<file path="src/rtl/regfile_pkg.sv">
// Shared constants and types for the writeback arbiter and the register file.
package regfile_pkg;

    localparam int XLEN       = 32;
    localparam int REG_ADDR_W = 5;
    localparam int NREGS      = 32;

    typedef logic [REG_ADDR_W-1:0] reg_addr_t;

    // Requester index as seen by the round-robin grant vector.
    typedef enum logic {
        REQ_ALU = 1'b0,
        REQ_LD  = 1'b1
    } req_idx_e;

endpackage

</file>
<file path="src/rtl/regfile_wb_arbiter_if.sv">
// Writeback offers, scoreboard reserve/check and register-file write port bundle.
interface regfile_wb_arbiter_if
    import regfile_pkg::*;
#(
    parameter int XLEN = 32
);

    logic            alu_valid;
    reg_addr_t       alu_rd;
    logic [XLEN-1:0] alu_data;
    logic            alu_ready;

    logic            ld_valid;
    reg_addr_t       ld_rd;
    logic [XLEN-1:0] ld_data;
    logic            ld_ready;

    logic            rsv_valid;
    reg_addr_t       rsv_rd;
    reg_addr_t       chk_rs1;
    reg_addr_t       chk_rs2;
    logic            stall;

    reg_addr_t       rd;
    logic [XLEN-1:0] rdv;
    logic            reg_wen;

    modport master (
        output alu_valid, alu_rd, alu_data,
        output ld_valid, ld_rd, ld_data,
        output rsv_valid, rsv_rd, chk_rs1, chk_rs2,
        input  alu_ready, ld_ready, stall,
        input  rd, rdv, reg_wen
    );

    modport slave (
        input  alu_valid, alu_rd, alu_data,
        input  ld_valid, ld_rd, ld_data,
        input  rsv_valid, rsv_rd, chk_rs1, chk_rs2,
        output alu_ready, ld_ready, stall,
        output rd, rdv, reg_wen
    );

endinterface

</file>
<file path="src/rtl/rr_arbiter2.sv">
// Two-way round-robin arbiter; the last winner loses the next contested cycle.
module rr_arbiter2 (
    input  logic       clk,
    input  logic       rst_n,
    input  logic [1:0] req,
    output logic [1:0] gnt
);

    logic last_gnt_q;
    logic last_gnt_d;

    always_comb begin
        gnt = req;
        if (req == 2'b11) begin
            gnt = last_gnt_q ? 2'b01 : 2'b10;
        end
        last_gnt_d = last_gnt_q;
        if (gnt != 2'b00) begin
            last_gnt_d = gnt[1];
        end
    end

    // Reset value 1 makes requester 0 win the first contest.
    always_ff @(posedge clk or negedge rst_n) begin
        if (!rst_n) begin
            last_gnt_q <= 1'b1;
        end else begin
            last_gnt_q <= last_gnt_d;
        end
    end

endmodule

</file>
<file path="src/rtl/regfile_wb_arbiter.sv">
// Arbitrates ALU/load writebacks onto one register-file write port and tracks
// outstanding writes in a scoreboard that drives the issue-stage stall.
module regfile_wb_arbiter #(
    parameter int XLEN  = regfile_pkg::XLEN,
    parameter int NREGS = regfile_pkg::NREGS
) (
    input  logic                 clk,
    input  logic                 rst_n,
    regfile_wb_arbiter_if.slave  bus
);

    import regfile_pkg::*;

    logic [1:0]       gnt;
    logic             accept;
    reg_addr_t        sel_rd;
    logic [XLEN-1:0]  sel_data;

    logic             reg_wen_q, reg_wen_d;
    reg_addr_t        rd_q, rd_d;
    logic [XLEN-1:0]  rdv_q, rdv_d;
    logic [NREGS-1:0] pending_q, pending_d;
    logic             byp1, byp2;

    rr_arbiter2 u_arb (
        .clk   (clk),
        .rst_n (rst_n),
        .req   ({bus.ld_valid, bus.alu_valid}),
        .gnt   (gnt)
    );

    // Ready is forced low while reset is held, independent of the valids.
    assign bus.alu_ready = gnt[REQ_ALU] & rst_n;
    assign bus.ld_ready  = gnt[REQ_LD]  & rst_n;
    assign accept        = bus.alu_ready | bus.ld_ready;

    always_comb begin
        sel_rd    = gnt[REQ_LD] ? bus.ld_rd   : bus.alu_rd;
        sel_data  = gnt[REQ_LD] ? bus.ld_data : bus.alu_data;
        reg_wen_d = accept && (sel_rd != '0);
        rd_d      = reg_wen_d ? sel_rd   : rd_q;
        rdv_d     = reg_wen_d ? sel_data : rdv_q;
    end

    // Scoreboard: a reservation on the same edge as the retiring write wins.
    assign pending_d[0] = 1'b0;
    generate
        for (genvar gi = 1; gi < NREGS; gi++) begin : g_pending
            assign pending_d[gi] =
                (bus.rsv_valid && (bus.rsv_rd == reg_addr_t'(gi))) ||
                (pending_q[gi] && !(reg_wen_q && (rd_q == reg_addr_t'(gi))));
        end
    endgenerate

    always_ff @(posedge clk or negedge rst_n) begin
        if (!rst_n) begin
            reg_wen_q <= 1'b0;
            rd_q      <= '0;
            rdv_q     <= '0;
            pending_q <= '0;
        end else begin
            reg_wen_q <= reg_wen_d;
            rd_q      <= rd_d;
            rdv_q     <= rdv_d;
            pending_q <= pending_d;
        end
    end

    assign byp1      = reg_wen_q && (rd_q == bus.chk_rs1);
    assign byp2      = reg_wen_q && (rd_q == bus.chk_rs2);
    assign bus.stall = rst_n && ((pending_q[bus.chk_rs1] && !byp1) ||
                                 (pending_q[bus.chk_rs2] && !byp2));

    assign bus.reg_wen = reg_wen_q;
    assign bus.rd      = rd_q;
    assign bus.rdv     = rdv_q;

endmodule

</file>
<file path="src/flat_wrapper.sv">
// flat-port wrapper written by rule: the top's interface ports become plain ports
module regfile_wb_arbiter_flat import regfile_pkg::*;
#(
    parameter int XLEN  = regfile_pkg::XLEN,
    parameter int NREGS = regfile_pkg::NREGS
)
  (clk, rst_n, bus_alu_valid, bus_alu_rd, bus_alu_data, bus_ld_valid, bus_ld_rd, bus_ld_data, bus_rsv_valid, bus_rsv_rd, bus_chk_rs1, bus_chk_rs2, bus_alu_ready, bus_ld_ready, bus_stall, bus_rd, bus_rdv, bus_reg_wen);
  regfile_wb_arbiter_if #(.XLEN(XLEN)) bus_i ();
  input  logic clk;
  input  logic rst_n;
  input wire logic [$bits(bus_i.alu_valid)-1:0] bus_alu_valid;
  input wire logic [$bits(bus_i.alu_rd)-1:0] bus_alu_rd;
  input wire logic [$bits(bus_i.alu_data)-1:0] bus_alu_data;
  input wire logic [$bits(bus_i.ld_valid)-1:0] bus_ld_valid;
  input wire logic [$bits(bus_i.ld_rd)-1:0] bus_ld_rd;
  input wire logic [$bits(bus_i.ld_data)-1:0] bus_ld_data;
  input wire logic [$bits(bus_i.rsv_valid)-1:0] bus_rsv_valid;
  input wire logic [$bits(bus_i.rsv_rd)-1:0] bus_rsv_rd;
  input wire logic [$bits(bus_i.chk_rs1)-1:0] bus_chk_rs1;
  input wire logic [$bits(bus_i.chk_rs2)-1:0] bus_chk_rs2;
  output wire logic [$bits(bus_i.alu_ready)-1:0] bus_alu_ready;
  output wire logic [$bits(bus_i.ld_ready)-1:0] bus_ld_ready;
  output wire logic [$bits(bus_i.stall)-1:0] bus_stall;
  output wire logic [$bits(bus_i.rd)-1:0] bus_rd;
  output wire logic [$bits(bus_i.rdv)-1:0] bus_rdv;
  output wire logic [$bits(bus_i.reg_wen)-1:0] bus_reg_wen;
  assign bus_i.alu_valid = bus_alu_valid;
  assign bus_i.alu_rd = bus_alu_rd;
  assign bus_i.alu_data = bus_alu_data;
  assign bus_i.ld_valid = bus_ld_valid;
  assign bus_i.ld_rd = bus_ld_rd;
  assign bus_i.ld_data = bus_ld_data;
  assign bus_i.rsv_valid = bus_rsv_valid;
  assign bus_i.rsv_rd = bus_rsv_rd;
  assign bus_i.chk_rs1 = bus_chk_rs1;
  assign bus_i.chk_rs2 = bus_chk_rs2;
  assign bus_alu_ready = bus_i.alu_ready;
  assign bus_ld_ready = bus_i.ld_ready;
  assign bus_stall = bus_i.stall;
  assign bus_rd = bus_i.rd;
  assign bus_rdv = bus_i.rdv;
  assign bus_reg_wen = bus_i.reg_wen;
  regfile_wb_arbiter #(.XLEN(XLEN), .NREGS(NREGS)) u_core (.clk(clk), .rst_n(rst_n), .bus(bus_i));
endmodule
</file>
<file path="config.mk">
export PLATFORM = sky130hd
export DESIGN_NAME = regfile_wb_arbiter_flat
export DESIGN_NICKNAME = d
export VERILOG_FILES = /design/src/rtl/regfile_pkg.sv /design/src/rtl/regfile_wb_arbiter_if.sv /design/src/rtl/rr_arbiter2.sv /design/src/rtl/regfile_wb_arbiter.sv /design/src/flat_wrapper.sv
export SDC_FILE = /design/constraint.sdc
export NUM_CORES = 1
export LEC_CHECK = 0
export ABC_AREA = 1
export CORE_MARGIN = 3
export CORE_UTILIZATION = 50
export DETAILED_ROUTE_END_ITERATION = 10
export MAX_ROUTING_LAYER = met4
export PLACE_DENSITY = 0.87
export REMOVE_ABC_BUFFERS = 1
export SYNTH_ARGS = -nofsm -noshare
export SYNTH_HDL_FRONTEND = slang
export SYNTH_HIERARCHICAL = 1
export SYNTH_SLANG_ARGS = --single-unit
</file>
<file path="constraint.sdc">
create_clock -name clk -period 3.91 [get_ports clk]
set_clock_uncertainty 0.1 [all_clocks]
set_input_delay 0.5865 -clock clk [delete_from_list [all_inputs] [get_ports clk]]
set_output_delay 0.5865 -clock clk [all_outputs]
set_load 0.02 [all_outputs]
</file>
### Power grid, run 1

(4 px per um) Pins as bars on the die edge.
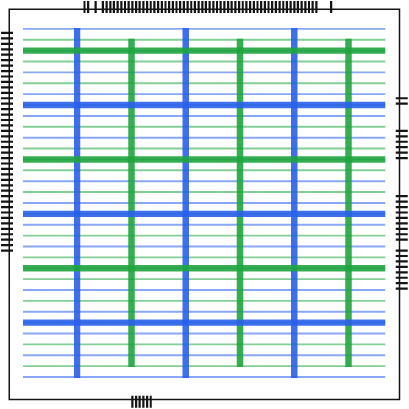
legend:
  VSS:
    colour: blue
  VDD:
    colour: green
met1 rails: 33
met4 straps: 6
rows: 32

### Wiring heat map, run 1

(4 px per um) The die is cut into 19 by 19 equal tiles; dark purple is low, yellow is high, scaled to the fullest tile. Values are wire area over tile area, all layers added.
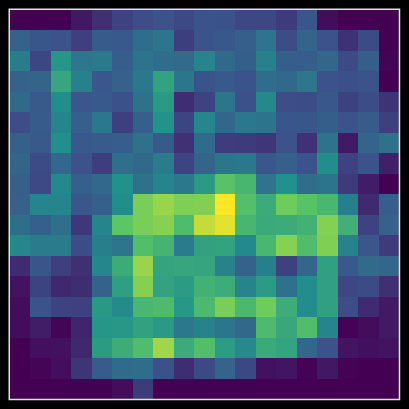
densest ninth of the die: centre
tiles over half the peak: 22%
fullest tile: 0.72
nearly empty tiles: 10%

### Zoomed window, run 1

Region (24, 43) to (74, 93) um. Cells in grey, sequential cells in the stronger grey; small squares are vias.
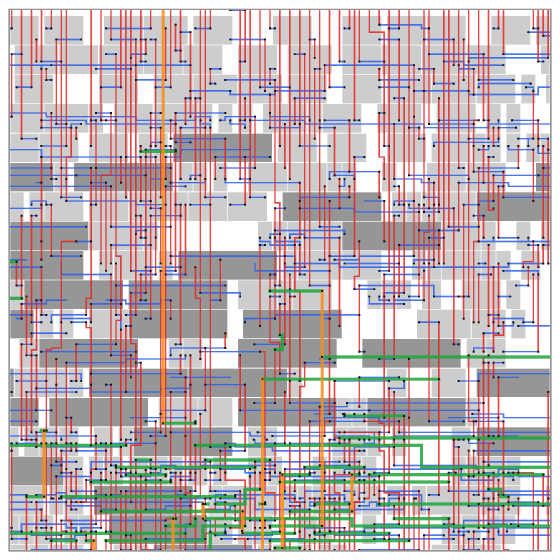
legend:
  M3:
    colour: green
  M2:
    colour: red
  M4:
    colour: orange
  M1:
    colour: blue
most frequent: nand2_1 (70), clkdlybuf4s50_1 (52), dfrtp_1 (26)
cells with their middle in the window: 221
netlist names of flops here include: `u_core/bus.rdv` (15), `u_core/pending_q` (8), `u_core/bus.rd` (2)
sequential cells in the window: 26

### Placed standard cells, run 1

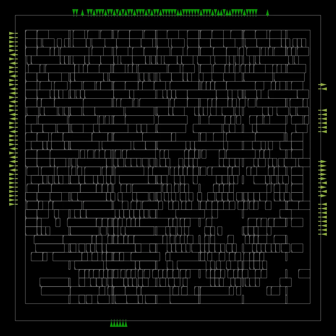
standard-cell row count: 32
number of fill cells in the layout: 627
flop share of the area: 30.7%

## run 1: metal layers
layer,routed length (um),GRT usage (%),vias up
met5,0,-,-
met4,226,7.02,0
met3,1360,6.03,34
met2,7080,50.1,268
met1,5170,36.7,2126
li1,-,-,2095
## run 1: cell families after synthesis
group / after synthesis / synth area share [%]
multiplexers: 34 / 9.15
AND/OR/NAND/NOR: 302 / 29.2
buffers and inverters: 84 / 9.12
AND-OR/OR-AND: 84 / 10.4
flip-flops: 70 / 42.1
## run 1: per-stage QoR
step	power (uW)	hold slack (ps)	utilization (%)	area, um2	cells
5_1_grt	2950	62.5	72.3	5710	809
2_1_floorplan	1690	191	-	4010	550
3_5_place_dp	2240	366	70.1	5530	793
3_3_place_gp	2210	361	70.1	5530	793
6_report	2780	56.1	72.3	5710	809
4_1_cts	2760	52.9	72.3	5710	809
## run 1: path summary, 6_finish.rpt
path                                              start                   to  slack [ps]  depth (start not counted)
worst max-delay path                     bus_chk_rs1[0]            bus_stall         450                         11
worst min-delay path                              rst_n   u_core/bus.rdv[31]          60                          1
worst max register to register  u_core/u_arb/last_gnt_q     u_core/bus.rd[2]        1840                          7
worst min register to register       u_core/bus.rdv[23]   u_core/bus.rdv[23]         390                          2
max in group asynchronous                         rst_n  u_core/pending_q[5]        2610                          2
min in group clk                     u_core/bus.rdv[23]   u_core/bus.rdv[23]         390                          2
## run 1: critical path, cell delays in order
cell                              delay [ps]
sky130_fd_sc_hd__clkdlybuf4s50_1         420
sky130_fd_sc_hd__inv_1                   410
sky130_fd_sc_hd__nand2_1                 120
sky130_fd_sc_hd__nand3_1                 130
sky130_fd_sc_hd__nand2_1                  80
sky130_fd_sc_hd__nand2_1                  50
sky130_fd_sc_hd__nand3_1                  70
sky130_fd_sc_hd__nand3_1                  90
sky130_fd_sc_hd__nand3_1                  70
sky130_fd_sc_hd__a21oi_1                 130
sky130_fd_sc_hd__clkdlybuf4s50_1         620
## run 1: where the power goes
| part | switching, uW | leakage [uW] | internal [uW] |
|---|---|---|---|
| Sequential | 192 | 0.000799 | 955 |
| Clock | 281 | 0.0000894 | 231 |
| Combinational | 649 | 0.00181 | 470 |
| Total | 1120 | 0.00270 | 1660 |
## run 1: sequential cells by signal, summed over array words and instances, names as in the netlist
signal                   flops
u_core/bus.rd                5
u_core/bus.rdv              32
u_core/pending_q            31
u_core/bus.reg_wen           1
u_core/u_arb/last_gnt_q      1
## run 1: layout make-up
cell class	count	area (um2)	share of cell area (%)
Clock buffer	9	124	2.17
Clock inverter	7	48.8	0.855
Inverter	60	225	3.95
Multi-Input combinational cell	420	2040	35.7
Sequential cell	70	1750	30.7
Tap cell	102	128	2.24
Timing Repair Buffer	141	1390	24.3
==> impl_report.txt, run 1 <==
PHYSICAL IMPLEMENTATION REPORT
----------------------------------------------------
[Placement]
  Worst slack at placement ........................ around 480 ps
  Number of buffers added on ports ........................ between 100 and 150
  Placer congestion estimate ........................ 1.06

[Clocking]
  Post-CTS Hold Fix Bufs ........................ 0
  CTS sink cnt ........................ approximately 70
  Number of H-tree levels ........................ 3
  Resized cells post-CTS ........................ 0
  CTS tree ........................ yes
  Count of buffers added by post-CTS timing repair for setup ........................ 0
  Clock Latency Late Sink ........................ approximately 340 ps
  TritonCTS buffer count ........................ 9
  Maximum count of clock buffers along a single path ........................ 2

[GRT]
  Overall track demand over capacity in global routing ........................ between 20% and 30%
  Number of antenna violations at the first check in global routing ........................ 0
  Via count of the first global-routing pass ........................ between 4000 and 5000
  Pin count of the biggest net entering global routing ........................ roughly 59
  Global-route wire length before repair ........................ 22100 um

[Die]
  Width of the die ........................ roughly 97 um
  # IOs ........................ about 140
  Core box area ........................ just under 8000 um2
  Die height ........................ roughly 97 um

[Critical path]
  Setup crit start kind ........................ input pin
  Required @ worst endpoint ........................ roughly 3200 ps
  Worst setup EP type ........................ output port
  Arrival @ worst endpoint ........................ 2770 ps
  Largest fanout on the critical path ........................ 16

[Cells and area]
  Dominant logic cell type in the layout ........................ sky130_fd_sc_hd__nand2_1
  Area growth from synthesis to layout ........................ 37.2%
  Post-layout net count ........................ 796
  Total inserted antenna cells ........................ 0

[STA]
  Final setup violation count ........................ 0
  Final critical-path required period ........................ between 3000 and 4000 ps
  Highest clock frequency the design can meet ........................ 0.289 GHz
  Setup repair after global routing missed its margin ........................ no
  Final Hold Violating Endpoints ........................ 0
  Final slew viol count ........................ 0
  Slew at the pin closest to its max-slew limit ........................ 709 ps
  Slew HR ........................ 52.8%
  Final worst setup slack ........................ around 450 ps
  Post-layout period usage of the worst path ........................ 88.4%

[Yosys]
  Post-synthesis instance area ........................ about 4200 um2
  Tally of yosys warning messages ........................ 6
  Gate count after technology mapping ........................ 574
  Post-Synthesis Mean Instance Area ........................ 7.25 um2
  Post-synth ARST share ........................ 100%
  Leading cell types by count after synthesis ........................ 224 x sky130_fd_sc_hd__nand2_1, 69 x sky130_fd_sc_hd__dfrtp_1, 66 x sky130_fd_sc_hd__o21ai_0
  Register area share after synthesis ........................ between 40 and 50%
  Yosys cell count ........................ between 500 and 600
  Count of library flops with an enable pin ........................ 0
  Synth area leader ........................ sky130_fd_sc_hd__dfrtp_1
  Area contributors post-synth ........................ sky130_fd_sc_hd__dfrtp_1 42%, sky130_fd_sc_hd__nand2_1 20%, sky130_fd_sc_hd__mux2_2 8.7%

[Detailed routing]
  Number of nets still failing antenna checks after routing ........................ 0
  Number of search-and-repair iterations in the first detailed-routing pass ........................ 6
  Number of design-rule violations left by the first detailed-router iteration ........................ ~480
  Detail-routed net length per standard cell ........................ roughly 17 um
  Vias after detailed routing ........................ 4523
  DRC errors left ........................ 0

[Power]
  Total leakage power ........................ 0.00270 uW
  Pwr Density ........................ approximately 490 nW/um2
  Maximum vdd ir drop ........................ slightly below 0.3 mV

[Outcome]
  Run status ........................ finished clean

[Job]
  Number of max-cap violations ........................ 0

----------------------------------------------------
### Sizing map, run 1

(3 px per um)
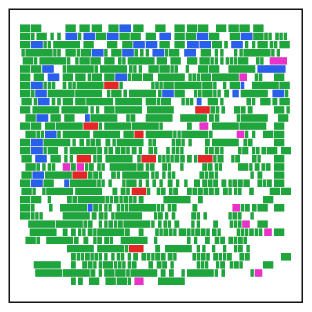

==> run 1 -> run 2 <==
--- a/config.mk
+++ b/config.mk
@@ -6,12 +6,14 @@
 export NUM_CORES = 1
 export LEC_CHECK = 0
 export ABC_AREA = 1
+export CORE_ASPECT_RATIO = 1.25
 export CORE_MARGIN = 3
 export CORE_UTILIZATION = 50
 export DETAILED_ROUTE_END_ITERATION = 10
 export MAX_ROUTING_LAYER = met4
 export PLACE_DENSITY = 0.87
 export REMOVE_ABC_BUFFERS = 1
+export SLEW_MARGIN = 20
 export SYNTH_ARGS = -nofsm -noshare
 export SYNTH_HDL_FRONTEND = slang
 export SYNTH_HIERARCHICAL = 1
### Sizing map, run 2

(2 px per um)
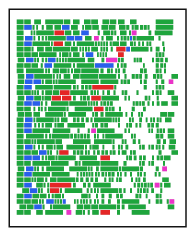
legend:
  x6 and larger:
    colour: red
    cells: 15
    share: 2.1%
    most_used: clkbuf_8
  x2:
    colour: blue
    cells: 36
    share: 5.1%
    most_used: mux2_2
  x1 and smaller:
    colour: green
    cells: 647
    share: 92%
    most_used: nand2_1
  x3 and x4:
    colour: magenta
    cells: 9
    share: 1.3%
    most_used: buf_4

### Power grid, run 2

(4 px per um) Pins as bars on the die edge.
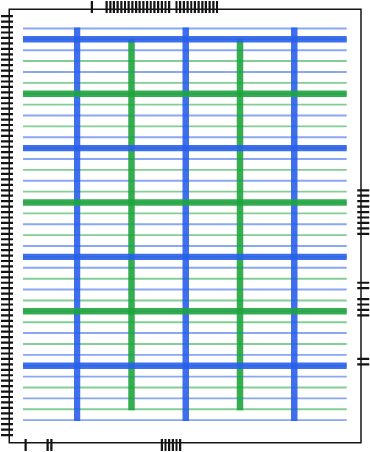
legend:
  VSS:
    colour: blue
  VDD:
    colour: green
rows: 36
signal pins: 135
met1 rails: 37

==> run 2 against run 1 <==
Total power rose by 7.3%. Critical path depth did not move. First-iteration DRC count fell by 7.9%. Core utilization rose by 0.39 points. Highest routed layer unchanged.
==> impl_report.txt, run 2 <==
PHYSICAL IMPLEMENTATION REPORT
----------------------------------------------------
[Clocking]
  Resized cells post-CTS ........................ 0 (unchanged)
  CTS tree ........................ yes (unchanged)
  Count of buffers added by post-CTS timing repair for setup ........................ 0 (unchanged)
  Clk root buf ........................ sky130_fd_sc_hd__clkbuf_8 (unchanged)
  TritonCTS buffer count ........................ 9 (unchanged)
  Post-CTS Hold Fix Bufs ........................ 0 (unchanged)
  Maximum count of clock buffers along a single path ........................ 2 (unchanged)
  Clock Latency Late Sink ........................ 340 ps (about the same)
  CTS sink cnt ........................ 70 (unchanged)
  Number of H-tree levels ........................ 3 (unchanged)

[GRT]
  Overall track demand over capacity in global routing ........................ 33.7% (was 29.6%)
  Most congested layer reported by global routing ........................ met2 (unchanged)
  Via count of the first global-routing pass ........................ 4719 (was 4535)
  Global-route wire length before repair ........................ 23400 um (was 22100 um)
  Pin count of the biggest net entering global routing ........................ 59 (unchanged)
  Number of antenna violations at the first check in global routing ........................ 0 (unchanged)
  GRT met3 Usage ........................ 6.48% (was 6.03%)
  GRT met1 Usage ........................ 40.1% (was 36.7%)
  Met2 global-route usage ........................ 53.0% (was 50.1%)

[Detailed routing]
  DRC errors left ........................ 0 (unchanged)
  Number of nets still failing antenna checks after routing ........................ 0 (unchanged)
  Detail-routed net length per standard cell ........................ 18.0 um (was 17.1 um)
  Number of search-and-repair iterations in the first detailed-routing pass ........................ 6 (unchanged)
  Detailed Route WL ........................ 14500 um (was 13800 um)
  Vias after detailed routing ........................ 4555 (was 4523)
  Number of design-rule violations left by the first detailed-router iteration ........................ 440 (was 478)

[Cells and area]
  Total inserted antenna cells ........................ 0 (unchanged)
  Number of flip-flops under the largest register name ........................ 32 (unchanged)
  Final std cells w/o fill ........................ 802 (was 809)
  Cell area after layout ........................ 5770 um2 (was 5710 um2)
  Dominant logic cell type in the layout ........................ sky130_fd_sc_hd__nand2_1 (unchanged)
  Post-layout net count ........................ 796 (unchanged)
  Top Layout Cells ........................ 224 x sky130_fd_sc_hd__nand2_1, 133 x sky130_fd_sc_hd__clkdlybuf4s50_1, 69 x sky130_fd_sc_hd__dfrtp_1, 66 x sky130_fd_sc_hd__o21ai_0, 58 x sky130_fd_sc_hd__nand3_1 (unchanged)
  Area growth from synthesis to layout ........................ 38.6% (was 37.2%)

[Power]
  Maximum vdd ir drop ........................ 0.357 mV (was 0.298 mV)
  Pwr Density ........................ 517 nW/um2 (was 487 nW/um2)
  Total leakage power ........................ 0.00273 uW (was 0.00270 uW)

[Yosys]
  Post-synth ARST share ........................ 100% (unchanged)
  Register area share after synthesis ........................ 42.1% (unchanged)
  Gate count after technology mapping ........................ 574 (unchanged)
  Post-synthesis instance area ........................ 4160 um2 (unchanged)
  Leading cell types by count after synthesis ........................ 224 x sky130_fd_sc_hd__nand2_1, 69 x sky130_fd_sc_hd__dfrtp_1, 66 x sky130_fd_sc_hd__o21ai_0 (unchanged)
  Post-Synthesis Mean Instance Area ........................ 7.25 um2 (unchanged)
  Area contributors post-synth ........................ sky130_fd_sc_hd__dfrtp_1 42%, sky130_fd_sc_hd__nand2_1 20%, sky130_fd_sc_hd__mux2_2 8.7% (unchanged)
  Synth area leader ........................ sky130_fd_sc_hd__dfrtp_1 (unchanged)
  Yosys cell count ........................ 574 (unchanged)
  Tally of yosys warning messages ........................ 6 (unchanged)

[STA]
  Post-route worst hold slack ........................ 58.9 ps (was 56.1 ps)
  Final Hold Violating Endpoints ........................ 0 (unchanged)
  Final worst setup slack ........................ 441 ps (was 454 ps)
  Highest clock frequency the design can meet ........................ 0.288 GHz (was 0.289 GHz)
  Slew at the pin closest to its max-slew limit ........................ 707 ps (was 709 ps)
  Setup repair after global routing missed its margin ........................ no (unchanged)
  Post-layout period usage of the worst path ........................ 88.7% (was 88.4%)
  Slew HR ........................ 52.9% (was 52.8%)
  Final critical-path required period ........................ 3470 ps (was 3460 ps)
  Final slew viol count ........................ 0 (unchanged)
  Final setup violation count ........................ 0 (unchanged)

[Die]
  Die height ........................ 108 um (was 97.2 um)
  Standard-cell row count ........................ 36 (was 32)
  Width of the die ........................ 87.6 um (was 97.2 um)
  Core box area ........................ 7930 um2 (was 7890 um2)

[Critical path]
  Setup crit start kind ........................ input pin (unchanged)
  Worst path max stage delay ........................ 630 ps (was 620 ps)
  Worst setup EP type ........................ output port (unchanged)
  Family of cells with the greatest summed delay on the critical path ........................ buffers and inverters (unchanged)
  Required @ worst endpoint ........................ 3220 ps (about the same)
  Arrival @ worst endpoint ........................ 2780 ps (was 2770 ps)
  Critical path, cell by cell ........................ clkdlybuf4s50_1 > inv_1 > nand2_1 > nand3_1 > nand2_1 > nand2_1 > nand3_1 > nand3_1 > nand3_1 > a21oi_1 > clkdlybuf4s50_1 (unchanged)
  Largest fanout on the critical path ........................ 16 (unchanged)
  Critical path buffer and inverter count ........................ 3 (unchanged)
  Slowest stage cell, crit path ........................ sky130_fd_sc_hd__clkdlybuf4s50_1 (unchanged)
  Most repeated library cell on the critical path ........................ sky130_fd_sc_hd__nand3_1 (unchanged)

[Placement]
  Cell area after placement ........................ 5520 um2 (was 5530 um2)
  Worst slack at placement ........................ 498 ps (was 484 ps)
  Number of buffers added on ports ........................ 134 (unchanged)
  Placer congestion estimate ........................ 1.02 (was 1.06)
  Detailed placer's ending HPWL ........................ 10800 um (was 10400 um)
  Post-Place Cells ........................ 786 (was 793)

[Outcome]
  Run status ........................ finished clean (unchanged)

[Job]
  Number of max-cap violations ........................ 0 (unchanged)

----------------------------------------------------
### Zoomed window, run 2

Region (19, 51) to (69, 101) um. Cells in grey, sequential cells in the stronger grey; small squares are vias.
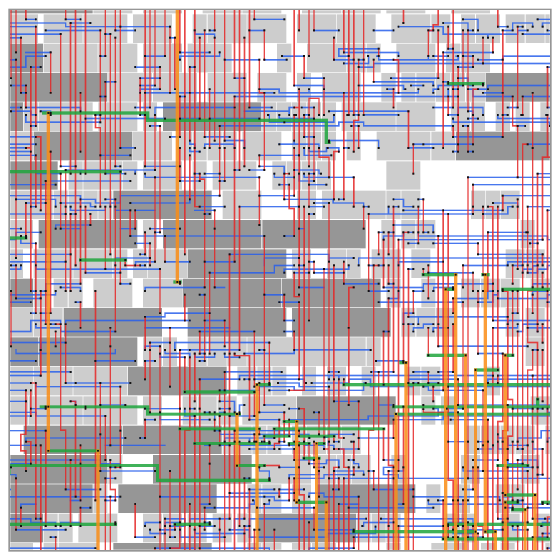
legend:
  M3:
    colour: green
  M2:
    colour: red
  M4:
    colour: orange
  M1:
    colour: blue
netlist names of flops here include: `u_core/bus.rdv` (11), `u_core/pending_q` (11), `u_core/bus.rd` (2)
cells with their middle in the window: 230
sequential cells in the window: 26
most frequent: nand2_1 (71), clkdlybuf4s50_1 (31), o21ai_0 (28)

-- run 2: where the power goes --
| group | total, uW | leakage [uW] | switching, uW | internal [uW] |
|---|---|---|---|---|
| clock network | 686 | 0.000119 | 273 | 414 |
| logic | 1150 | 0.00181 | 679 | 470 |
| registers | 1150 | 0.000799 | 190 | 955 |
-- run 2: logic make-up after synthesis --
logic type | Yosys count | share of synthesized area (%)
AND-OR/OR-AND | 84 | 10.4
buffers and inverters | 84 | 9.12
flip-flops | 70 | 42.1
multiplexers | 34 | 9.15
AND/OR/NAND/NOR | 302 | 29.2
-- run 2: cell type report --
class | count | area, um2
inverter | 60 | 225
clock inverter | 4 | 76.3
clock buffer | 12 | 165
multi-input combinational | 420 | 2040
sequential | 70 | 1750
timing repair buffer | 141 | 1390
fill | 597 | 2160
tap | 95 | 119
-- run 2: stage by stage --
stage	util, %	power, uW
2_1_floorplan	-	1690
3_3_place_gp	69.7	2240
3_5_place_dp	69.7	2260
4_1_cts	72.7	2960
5_1_grt	72.7	3160
6_report	72.7	2980
-- run 2: routing by layer --
layer / vias to the layer above / part of all wire (%) / routed length [um]
met3: 66 / 7.6 / 1100
li1: 2099 / - / -
met4: 0 / 5.5 / 794
met2: 258 / 49 / 7090
met1: 2132 / 38 / 5490
met5: - / 0 / 0
-- run 2: worst paths after layout --
| check | start | slack (ps) | cells past startpoint | endpoint |
|---|---|---|---|---|
| worst max register to register | u_core/u_arb/last_gnt_q | 1840 | 8 | u_core/bus.rdv[13] |
| worst min register to register | u_core/bus.rdv[14] | 390 | 2 | u_core/bus.rdv[14] |
| max in group asynchronous | rst_n | 2600 | 2 | u_core/bus.rdv[20] |
| min in group clk | u_core/bus.rdv[14] | 390 | 2 | u_core/bus.rdv[14] |
| worst max-delay path | bus_chk_rs2[0] | 440 | 11 | bus_stall |
| worst min-delay path | rst_n | 60 | 1 | u_core/bus.rdv[6] |
### Placed standard cells, run 2

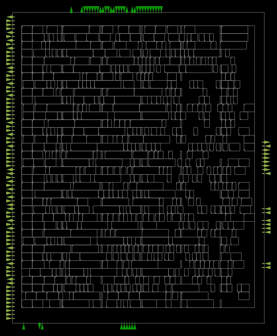

==> run 2 -> run 3 <==
--- a/config.mk
+++ b/config.mk
@@ -9,6 +9,7 @@
 export CORE_ASPECT_RATIO = 1.25
 export CORE_MARGIN = 3
 export CORE_UTILIZATION = 50
+export CTS_BUF_LIST = sky130_fd_sc_hd__clkbuf_16
 export DETAILED_ROUTE_END_ITERATION = 10
 export MAX_ROUTING_LAYER = met4
 export PLACE_DENSITY = 0.87
==> constraint.sdc (replaced) <==
create_clock -name clk -period 4.3 [get_ports clk]
set_clock_uncertainty 0.1 [all_clocks]
set_input_delay 0.645 -clock clk [delete_from_list [all_inputs] [get_ports clk]]
set_output_delay 0.645 -clock clk [all_outputs]
set_load 0.02 [all_outputs]
### Placed standard cells, run 3

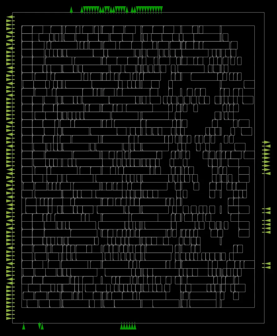
standard-cell row count: 36
number of tap cells inserted: 95
core box area: 7930 um2
num sequential: 70
number of fill cells in the layout: 607

### Power grid, run 3

(4 px per um) Pins as bars on the die edge.
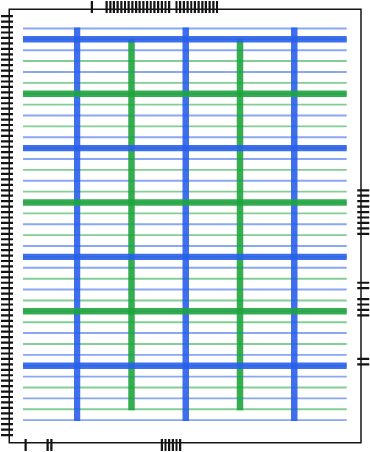
legend:
  VDD:
    colour: green
  VSS:
    colour: blue
rows: 36
met4 straps: 5
met5 straps: 7

==> run 3 against run 2 <==
Flip-flop count unchanged. Via count shrank 0.61%. Global-route usage fell by 2.1 points. Worst setup slack better by 160 ps. Core utilization rose by 0.24 points. Die area unchanged. Synthesized cell count is the same. First-iteration DRC count down 9.8%. Clock power down 5.1%. Sequential power is about 10% lower. Non-clock buffer count shrank 1. Critical path type unchanged.
==> impl_report.txt, run 3 <==
PHYSICAL IMPLEMENTATION REPORT
----------------------------------------------------
[Hold path]
  Path category of the worst min-delay check ........................ input pin to asynchronous set/reset pin (unchanged)

[Yosys]
  Post-synth ARST share ........................ 100% (unchanged)
  Count of library flops with an enable pin ........................ 0 (unchanged)
  Area contributors post-synth ........................ sky130_fd_sc_hd__dfrtp_1 42%, sky130_fd_sc_hd__nand2_1 20%, sky130_fd_sc_hd__mux2_2 8.7% (unchanged)
  Tally of yosys warning messages ........................ 6 (unchanged)
  Gate count after technology mapping ........................ 574 (unchanged)
  Synth area leader ........................ sky130_fd_sc_hd__dfrtp_1 (unchanged)
  Yosys cell count ........................ 574 (unchanged)
  Post-Synthesis Mean Instance Area ........................ 7.25 um2 (unchanged)
  Register area share after synthesis ........................ 42.1% (unchanged)
  Leading cell types by count after synthesis ........................ 224 x sky130_fd_sc_hd__nand2_1, 69 x sky130_fd_sc_hd__dfrtp_1, 66 x sky130_fd_sc_hd__o21ai_0 (unchanged)
  Post-synthesis instance area ........................ 4160 um2 (unchanged)

[Detailed routing]
  Number of search-and-repair iterations in the first detailed-routing pass ........................ 5 (was 6)
  Vias after detailed routing ........................ 4527 (was 4555)
  Detail-routed net length per standard cell ........................ 17.6 um (was 18.0 um)
  Average vias per placed instance ........................ 5.65 (was 5.68)
  Number of nets still failing antenna checks after routing ........................ 0 (unchanged)
  Detailed Route WL ........................ 14100 um (was 14500 um)
  DRC errors left ........................ 0 (unchanged)

[Placement]
  Cell area after placement ........................ 5520 um2 (about the same)
  Placer congestion estimate ........................ 1.09 (was 1.02)
  Number of buffers added on ports ........................ 134 (unchanged)
  Detailed placer's ending HPWL ........................ 10600 um (was 10800 um)

[Die]
  Die height ........................ 108 um (unchanged)
  # IOs ........................ 135 (unchanged)
  Width of the die ........................ 87.6 um (unchanged)

[Power]
  Net load switching power ........................ 1040 uW (was 1140 uW)
  Total leakage power ........................ 0.00274 uW (was 0.00273 uW)
  Logic pwr share ........................ 37.7% (was 38.5%)
  Maximum vdd ir drop ........................ 0.264 mV (was 0.357 mV)
  Internal ........................ 1680 uW (was 1840 uW)
  Pwr Density ........................ 470 nW/um2 (was 517 nW/um2)
  Post-route total power ........................ 2720 uW (was 2980 uW)
  Switch share ........................ 38.2% (was 38.3%)
  Power share of the clock group ........................ 23.9% (was 23.0%)
  Sequential Power Share ........................ 38.3% (was 38.4%)

[Critical path]
  Worst setup EP type ........................ output port (unchanged)
  Family of cells with the greatest summed delay on the critical path ........................ buffers and inverters (unchanged)
  Worst setup path start ........................ bus_chk_rs1[1] (was bus_chk_rs2[0])
  Largest fanout on the critical path ........................ 10 (was 16)
  Endpoint of the worst register-to-register path ........................ u_core/bus.rdv[13] (unchanged)
  Destination of the critical timing path ........................ bus_stall (unchanged)
  Reg-to-reg slack, setup ........................ 2000 ps (was 1840 ps)
  Critical path, cell by cell ........................ clkdlybuf4s50_1 > clkinv_1 > nand3_1 > nand2_1 > nand2_1 > nand3_1 > nand3_1 > nand3_1 > a21oi_1 > clkdlybuf4s50_1 (was clkdlybuf4s50_1 > inv_1 > nand2_1 > nand3_1 > nand2_1 > nand2_1 > nand3_1 > nand3_1 > nand3_1 > a21oi_1 > clkdlybuf4s50_1)
  Setup crit start kind ........................ input pin (unchanged)
  Arrival @ worst endpoint ........................ 2960 ps (was 2780 ps)
  R2R cell count ........................ 9 (was 8)
  Stages on worst setup path ........................ 10 (was 11)
  Most repeated library cell on the critical path ........................ sky130_fd_sc_hd__nand3_1 (unchanged)
  Source of the worst register-to-register timing path ........................ u_core/u_arb/last_gnt_q (unchanged)
  Slowest stage cell, crit path ........................ sky130_fd_sc_hd__clkdlybuf4s50_1 (unchanged)
  Worst path max stage delay ........................ 680 ps (was 630 ps)

[Cells and area]
  Combinational Area ........................ 2040 um2 (unchanged)
  Post-layout net count ........................ 795 (was 796)
  Sequential Area ........................ 1750 um2 (unchanged)
  Top Layout Cells ........................ 224 x sky130_fd_sc_hd__nand2_1, 133 x sky130_fd_sc_hd__clkdlybuf4s50_1, 69 x sky130_fd_sc_hd__dfrtp_1, 66 x sky130_fd_sc_hd__o21ai_0 (was 224 x sky130_fd_sc_hd__nand2_1, 133 x sky130_fd_sc_hd__clkdlybuf4s50_1, 69 x sky130_fd_sc_hd__dfrtp_1, 66 x sky130_fd_sc_hd__o21ai_0, 58 x sky130_fd_sc_hd__nand3_1)
  Total inserted antenna cells ........................ 0 (unchanged)
  Cell area after layout ........................ 5780 um2 (was 5770 um2)
  Area growth from synthesis to layout ........................ 39.1% (was 38.6%)
  Dominant logic cell type in the layout ........................ sky130_fd_sc_hd__nand2_1 (unchanged)
  Number of flip-flops under the largest register name ........................ 32 (unchanged)
  Core occupancy in the finished layout ........................ 73.0% (was 72.7%)

[Job]
  Count of tool warnings ........................ 25 (unchanged)
  Number of max-cap violations ........................ 0 (unchanged)

[STA]
  Final Hold Violating Endpoints ........................ 0 (unchanged)
  Slew at the pin closest to its max-slew limit ........................ 705 ps (was 707 ps)
  Final slew viol count ........................ 0 (unchanged)
  Final critical-path required period ........................ between 3000 and 4000 ps
  Post-layout period usage of the worst path ........................ a little under nine tenths
  Highest clock frequency the design can meet ........................ about 0.27 GHz
  Final setup violation count ........................ 0 (unchanged)
  Slew HR ........................ 53.0% (was 52.9%)
  Setup repair after global routing missed its margin ........................ no (unchanged)

[Clocking]
  Maximum count of clock buffers along a single path ........................ 2 (unchanged)
  Clk root buf ........................ sky130_fd_sc_hd__clkbuf_16 (was sky130_fd_sc_hd__clkbuf_8)
  Resized cells post-CTS ........................ 0 (unchanged)
  Post-CTS Hold Fix Bufs ........................ 0 (unchanged)
  Number of H-tree levels ........................ 3 (unchanged)
  CTS sink cnt ........................ 70 (unchanged)
  Clock Latency Late Sink ........................ 320 ps (was 340 ps)
  TritonCTS buffer count ........................ 9 (unchanged)
  CTS tree ........................ yes (unchanged)
  Count of buffers added by post-CTS timing repair for setup ........................ 0 (unchanged)

[GRT]
  Overall track demand over capacity in global routing ........................ 31.6% (was 33.7%)
  Global-route wire length before repair ........................ 22200 um (was 23400 um)
  Via count of the first global-routing pass ........................ 4527 (was 4719)
  Pin count of the biggest net entering global routing ........................ 59 (unchanged)
  Number of antenna violations at the first check in global routing ........................ 0 (unchanged)

[Outcome]
  Run status ........................ finished clean (unchanged)

----------------------------------------------------
### Wiring heat map, run 3

(3 px per um) The die is cut into 18 by 22 equal tiles; dark purple is low, yellow is high, scaled to the fullest tile. Values are wire area over tile area, all layers added.
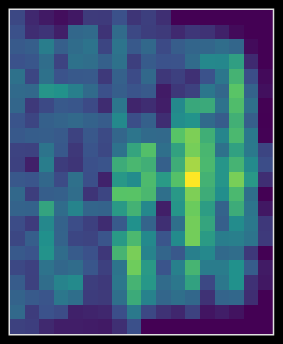
densest ninth of the die: east
nearly empty tiles: 7.1%
fullest tile: 0.79
mean over tiles: 0.25
tiles over half the peak: 18%

## run 3: kinds of logic after synthesis
family | Yosys count | share of synthesized area [%]
buf+inv | 84 | 9.12
compound gates | 84 | 10.4
simple gates | 302 | 29.2
flops | 70 | 42.1
mux | 34 | 9.15
## run 3: worst min path at each step
stage	from	endpoint	slack (ps)	cells after the start
floorplan	rst_n	u_core/bus.rd[0]	250	0
global placement	u_core/bus.rdv[8]	u_core/bus.rdv[8]	360	2
detailed placement	u_core/bus.rdv[26]	u_core/bus.rdv[26]	370	2
CTS	rst_n	u_core/bus.rdv[6]	150	1
global route	rst_n	u_core/bus.rdv[6]	160	1
finish	rst_n	u_core/bus.rdv[6]	150	1
## run 3: final cells by class
type	instances	area share, %
well taps	95	2.05
clock buffers	9	3.89
multi-input cells	420	35.2
inverters	60	3.89
repair buffers	140	23.9
flip-flops and latches	70	30.3
clock inverters	7	0.735
## run 3: layer usage
metal  track usage, %  vias up  wire length, um
met5                -        -                0
met4             17.5        0              686
met3             5.95       44             1050
met2             50.7      261             7070
met1             37.1     2128             5310
li1                 -     2094                -
## run 3: metrics by stage
stage | hold WS, ps | instances | setup WS, ps
finish | 148 | 801 | 597
global route | 157 | 801 | 408
CTS | 153 | 801 | 619
detailed placement | 366 | 785 | 625
global placement | 361 | 785 | 664
floorplan | 249 | 550 | -90.1
## run 3: power by group through the flow
| stage | clock network [uW] | logic [uW] | registers [uW] |
|---|---|---|---|
| global placement | 0 | 989 | 1030 |
| CTS | 656 | 1010 | 1030 |
| finish | 651 | 1030 | 1040 |
| floorplan | 0 | 458 | 1080 |
| detailed placement | 0 | 1000 | 1040 |
| global route | 687 | 1120 | 1060 |
Power is estimated from default activity; no workload was simulated.
